Cells by drive strength:
Scale bar: 20 um.
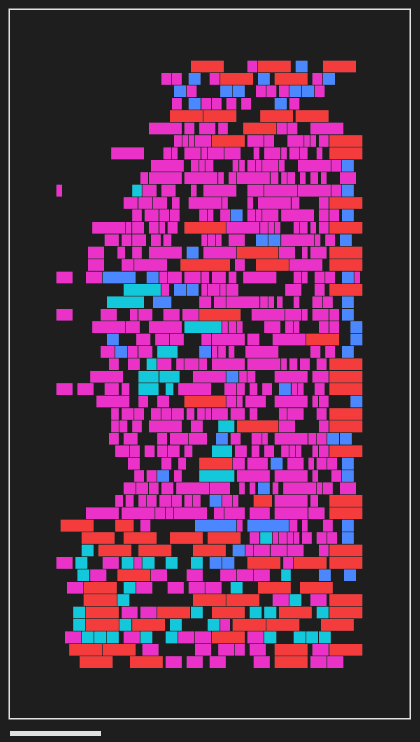
Wiring by layer:
Two of the layers only.
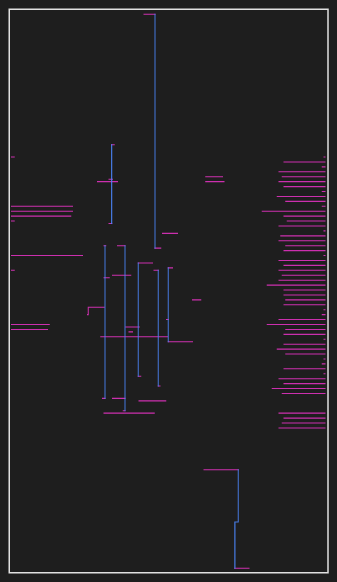
Metal 2:
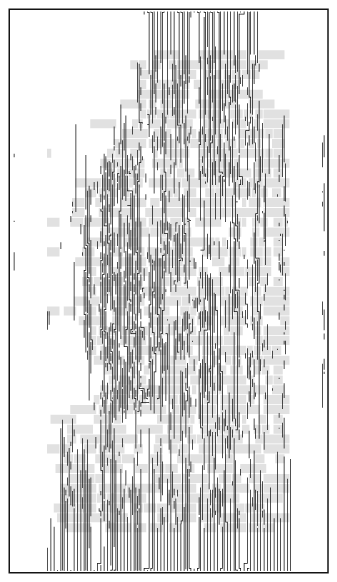
$ cat src/rtl/cache_refill_ctrl.sv
// Miss handler for the 2-way data cache: stalls the CPU, fetches a line word by word
// from memory into the victim way chosen by a per-set LRU bit, then commits the tag.
module cache_refill_ctrl #(
  parameter int NUM_SETS    = 16,
  parameter int BLOCK_WORDS = 4,
  parameter int SET_BITS    = 4,
  parameter int OFFSET_BITS = 2,
  parameter int TAG_BITS    = 24
) (
  input  logic                   clk,
  input  logic                   rst,
  input  logic                   miss_valid,
  input  logic [31:0]            miss_addr,
  input  logic                   access_valid,
  input  logic [SET_BITS-1:0]    access_set,
  input  logic                   access_way,
  output logic                   stall,
  output logic                   mem_req,
  output logic [31:0]            mem_addr,
  input  logic                   mem_ready,
  input  logic                   mem_rvalid,
  input  logic [31:0]            mem_rdata,
  output logic                   fill_en,
  output logic [SET_BITS-1:0]    fill_set,
  output logic                   fill_way,
  output logic [OFFSET_BITS-1:0] fill_word,
  output logic [31:0]            fill_data,
  output logic                   fill_commit,
  output logic [TAG_BITS-1:0]    fill_tag,
  output logic                   done
);

  localparam int LINE_BITS = 30 - OFFSET_BITS;

  typedef enum logic [1:0] {
    S_IDLE,
    S_REQ,
    S_WAIT,
    S_DONE
  } state_t;

  state_t                 state_q, state_d;
  logic [SET_BITS-1:0]    set_q, set_d;
  logic [TAG_BITS-1:0]    tag_q, tag_d;
  logic [LINE_BITS-1:0]   line_q, line_d;
  logic                   victim_q, victim_d;
  logic [OFFSET_BITS-1:0] cnt_q, cnt_d;
  logic [NUM_SETS-1:0]    lru_q, lru_d;

  logic [SET_BITS-1:0]    miss_set;
  logic                   last_word;
  logic                   unused_addr_bits;

  assign miss_set  = miss_addr[2+OFFSET_BITS +: SET_BITS];
  assign last_word = (cnt_q == OFFSET_BITS'(BLOCK_WORDS - 1));
  // Refills always start at word 0, so the byte and word offsets of the miss are not needed.
  assign unused_addr_bits = ^miss_addr[1+OFFSET_BITS:0];

  always_comb begin
    state_d     = state_q;
    set_d       = set_q;
    tag_d       = tag_q;
    line_d      = line_q;
    victim_d    = victim_q;
    cnt_d       = cnt_q;
    lru_d       = lru_q;
    stall       = 1'b0;
    mem_req     = 1'b0;
    mem_addr    = '0;
    fill_en     = 1'b0;
    fill_data   = '0;
    fill_commit = 1'b0;
    fill_set    = '0;
    fill_way    = 1'b0;
    fill_word   = '0;
    fill_tag    = '0;
    done        = 1'b0;

    unique case (state_q)
      S_IDLE: begin
        stall = miss_valid;
        if (access_valid) begin
          lru_d[access_set] = ~access_way;
        end
        if (miss_valid) begin
          set_d    = miss_set;
          tag_d    = miss_addr[31 -: TAG_BITS];
          line_d   = miss_addr[31 -: LINE_BITS];
          victim_d = lru_q[miss_set];
          cnt_d    = '0;
          state_d  = S_REQ;
        end
      end
      S_REQ: begin
        stall    = 1'b1;
        mem_req  = 1'b1;
        mem_addr = {line_q, cnt_q, 2'b00};
        if (mem_ready) begin
          state_d = S_WAIT;
        end
      end
      S_WAIT: begin
        stall = 1'b1;
        if (mem_rvalid) begin
          fill_en   = 1'b1;
          fill_data = mem_rdata;
          if (last_word) begin
            fill_commit   = 1'b1;
            lru_d[set_q]  = ~victim_q;
            state_d       = S_DONE;
          end else begin
            cnt_d   = cnt_q + 1'b1;
            state_d = S_REQ;
          end
        end
      end
      S_DONE: begin
        done    = 1'b1;
        state_d = S_IDLE;
      end
      default: state_d = S_IDLE;
    endcase

    if (state_q != S_IDLE) begin
      fill_set  = set_q;
      fill_way  = victim_q;
      fill_word = cnt_q;
      fill_tag  = tag_q;
    end
  end

  always_ff @(posedge clk) begin
    if (rst) begin
      state_q  <= S_IDLE;
      set_q    <= '0;
      tag_q    <= '0;
      line_q   <= '0;
      victim_q <= 1'b0;
      cnt_q    <= '0;
      lru_q    <= '0;
    end else begin
      state_q  <= state_d;
      set_q    <= set_d;
      tag_q    <= tag_d;
      line_q   <= line_d;
      victim_q <= victim_d;
      cnt_q    <= cnt_d;
      lru_q    <= lru_d;
    end
  end

endmodule

$ cat config.mk
export PLATFORM = sky130hd
export DESIGN_NAME = cache_refill_ctrl
export DESIGN_NICKNAME = d
export VERILOG_FILES = /design/src/rtl/cache_refill_ctrl.sv
export SDC_FILE = /design/constraint.sdc
export NUM_CORES = 1
export LEC_CHECK = 0
export CAP_MARGIN = 30
export CORE_ASPECT_RATIO = 2
export CORE_MARGIN = 10
export CORE_UTILIZATION = 35
export DETAILED_ROUTE_END_ITERATION = 16
export PLACE_DENSITY = 0.76
export SYNTH_ARGS = -nofsm -noshare
export SYNTH_HDL_FRONTEND = slang
export SYNTH_SLANG_ARGS = --single-unit
$ cat constraint.sdc
create_clock -name clk -period 2.3 [get_ports clk]
set_clock_uncertainty 0.15 [all_clocks]
set_input_delay 0.46 -clock clk [delete_from_list [all_inputs] [get_ports clk]]
set_output_delay 0.46 -clock clk [all_outputs]
set_load 0.05 [all_outputs]
==> impl_metrics.csv <==
group,metric,value,unit
timing,maxClockFrequency,445.9,MHz
critical_path,startpoint,"mem_rvalid",
layout,multi_input_combinational_gate_total,327,
floorplanning,core-area,0.008951,mm2
clocking,clock_sinks,49,
routing,drtAntennaViolNets,0,
global_routing,via_count_of_the_first_global_routing_pass,3661,
logic_synthesis,ys_types,42,
logic_synthesis,postSynth.topFlopCell,"sky130_fd_sc_hd__dfxtp_1",
clocking,cts_htree_levels,2,
critical_path,worst-r2r-cell-count,7,
layout,layout-drive-gt1-share,30.09,%
critical_path,cp.arrival,1.63,ns
timing,finalHoldViolations,0,
critical_path,crit_path_capture_type,"output port",
logic_synthesis,synth_warnings,0,
clocking,cts_root_buf,"sky130_fd_sc_hd__clkbuf_16",
floorplanning,number_of_standard_cell_rows_in_the_floorplan,49,
floorplanning,design.portCount,175,
layout,num-nonclk-inverters,3,
logic_synthesis,enable_flop_cells,0,
clocking,clock_tree.buffer_depth,2,
critical_path,crit_path_start_kind,"primary input",
run,warning_count,35,
power_and_ir_drop,report.power.total,0.004956,W
place,place.gp.congestion,0.8904,
layout,clock_cell_area_share,2.743,%
logic_synthesis,ys_top_cells_by_count,"sky130_fd_sc_hd__nand2_1 (59), sky130_fd_sc_hd__dfxtp_1 (49), sky130_fd_sc_hd__a21oi_1 (47)",
layout,buffer_area_share,41.79,%
clocking,clock_insertion_delay_worst_skew,0.28,ns
timing,report.final.slew_viol_count,0,
routing,drt_iter0_drc,184,
logic_synthesis,synth_top_cell_by_area,"sky130_fd_sc_hd__dfxtp_1",
critical_path,path_max_fanout,20,
clocking,tritoncts,"done",
timing,whs,0.3094,ns
logic_synthesis,yosys-stat-area,0.003198,mm2
logic_synthesis,syn_avg_cell_area,7.669,um2
timing,tightestPinTransition,0.5198,ns
floorplanning,chip_area,0.01359,mm2
clocking,clk_pin_slew,0.06,ns
global_routing,antenna_violations_before_repair,0,
timing,relative_slew_slack,65.14,%
logic_synthesis,ys_cells,417,
logic_synthesis,synth.yosys.seq_area_share,30.67,%
layout,max_ffs_per_register,24,
worst_hold_path,hold_start,"tag_q[10]",
layout,fraction_of_area_in_multi_input_gates,36.26,%
clocking,post_cts_resize_count,6,
run,drv_cap,0,
layout,sequential_cell_area,982.2,um2
critical_path,timing.critical_path.slowest_cell_delay,0.55,ns
critical_path,crit_cells,4,
layout,antennaDiodeCount,0,
critical_path,r2r_start,"state_q[0]",
critical_path,path_buffers,3,
global_routing,grt_pass1_wl,19930,um
critical_path,crit_end,"fill_data[27]",
run_status,result_of_the_run,"complete, no violations",
place,port-buffer-count,168,
power_and_ir_drop,power.density,848.9,mW/mm2
critical_path,reg2reg_setup_slack,0.15,ns
logic_synthesis,synth_flop_count,49,
logic_synthesis,share_of_the_synthesized_area_in_the_top_cell_type,30.67,%
timing,finalWorstPathRequiredPeriod,2.243,ns
layout,fillcell_total,710,
timing,setup-violations-final,0,
timing,timing.setup.tns,0,ns
floorplanning,floorplan.core_util,35.73,%
routing,drt-pass1-iter-count,4,
critical_path,cpLargestDelayFamily,"buffers and inverters",
clocking,ctsHoldBuffers,0,
layout,top_area_cell_class,"non-clock buffers",
logic_synthesis,synth_dominant_cell_count,"sky130_fd_sc_hd__nand2_1",
critical_path,crit_chain,"clkdlybuf4s50_1 -> buf_4 -> and3_2 -> buf_12",
floorplanning,tapcell.inserted,102,
logic_synthesis,async_flop_share,0,%
worst_hold_path,whs_endpoint,"tag_q[10]",
timing,final.period_utilization,97.51,%
layout,finalNetCount,657,
global_routing,grt_max_degree,35,
floorplanning,fp.dieW,87.59,um
critical_path,timing.critical_path.required,1.69,ns
logic_synthesis,area_leaders,"sky130_fd_sc_hd__dfxtp_1 (31%), sky130_fd_sc_hd__a21oi_1 (7.4%), sky130_fd_sc_hd__nor2b_1 (7.0%)",
clocking,post-cts-setup-buffers,0,
power_and_ir_drop,worst_ir_drop_vdd,0.0004049,V
routing,wl,12710,um
routing,drc_errors,0,
logic_synthesis,syn_inst,417,
clocking,number_of_buffers_created_by_cts,5,
layout,largest-register,"tag_q",
worst_hold_path,holdPathStages,2,
global_routing,overflow,0,
place,dp.final_hpwl,10390,um
layout,n_clock_buffer,5,
layout,seq_share,16.82,%
floorplanning,dieHeight,155.2,um
routing,avgViaCountPerCell,5.341,
routing,avgRoutedWirePerCell,18.78,um
layout,n_sequential_cell,49,
critical_path,worst_path_max_delay_cell,"sky130_fd_sc_hd__clkdlybuf4s50_1",
critical_path,critical_path_class,"in -> out",
layout,biggestRegsByFlops,"tag_q (24), lru_q (16), set_q (3)",
worst_hold_path,hold_class,"reg -> reg",
power_and_ir_drop,leakagePower,2.314,nW
logic_synthesis,syn-cell-area,0.003198,mm2
critical_path,timing.rr.end,"lru_q[1]",
layout,logic_area,0.002117,mm2
Notes on 'cells by drive strength' above:
legend:
  magenta:
    size: x1 and smaller
    cells: 402
  red:
    size: x6 and larger
    cells: 75
  cyan:
    size: x2
    cells: 44
  blue:
    size: x3 and x4
    cells: 54
nonclk buf count: 189
relative area change from synthesis to final layout: 82.55%

Notes on 'wiring by layer' above:
legend:
  magenta:
    layer: M3
    wire_length: 716 um
  blue:
    layer: M4
    wire_length: 286 um
via count of the routed design: 3,616
global-route usage over all layers: 18.00%

Notes on 'metal 2' above:
main direction: vertical
nets with wire on the layer: 560
wire length on this layer: 7,480 um

stage by stage:
step	area (um2)	instances	setup WS (ns)	util (%)
global placement	5623	668	0.06854	62.82
CTS	5813	675	0.04918	64.94
detailed placement	5623	668	-0.02331	62.82
global route	5838	677	-0.002590	65.22
finish	5838	677	0.05724	65.22
floorplan	3242	418	0.03776	-
worst reg2reg max path, delay by kind of cell (launching register included):
| kind | cells | cell delay, ns |
|---|---|---|
| and+or+nand+nor | 1 | 0.49 |
| DFF | 1 | 0.33 |
| AOI/OAI and AO/OA | 3 | 0.61 |
| adders and majority gates | 1 | 0.20 |
| buffers and inverters | 2 | 0.28 |
placed cells by master, fill, tap and decap left out, drive strengths merged, types with 4 or more instances in the layout:
cell,instances
a21oi,47
a311oi,8
and2,32
and3,33
buf,119
clkbuf,5
clkdlybuf4s50,70
dfxtp,49
ha,7
nand2,59
nand2b,4
nand3b,7
nor2,6
nor2b,36
nor3,10
nor3b,8
o22a,9
o22ai,25
or2,4
or3b,5
cells by family after synthesis:
kind of cell    Yosys count  share of synthesized area, %
mux                       5                         2.739
compound gates           98                         19.76
buf+inv                  42                         5.477
other cells               1                        0.1173
simple gates            215                         38.50
flops                    49                         30.67
fa+ha+maj                 7                         2.739
where the power goes:
group | internal, W | leakage [nW] | switching [W]
clock network | 0.000505 | 0.0797 | 0.000297
registers | 0.000987 | 0.400 | 0.000121
logic | 0.00122 | 1.83 | 0.00182
per-layer routing:
metal | track usage, % | part of all wire, % | routed length, um | vias to the layer above
met5 | 0 | 0 | 0 | -
met4 | 6.718 | 2.2 | 285 | 0
met3 | 3.295 | 5.6 | 715 | 18
met2 | 35.06 | 59 | 7477 | 109
met1 | 17.48 | 33 | 4235 | 1710
li1 | - | - | - | 1779
Power and IR drop assume default switching activity.
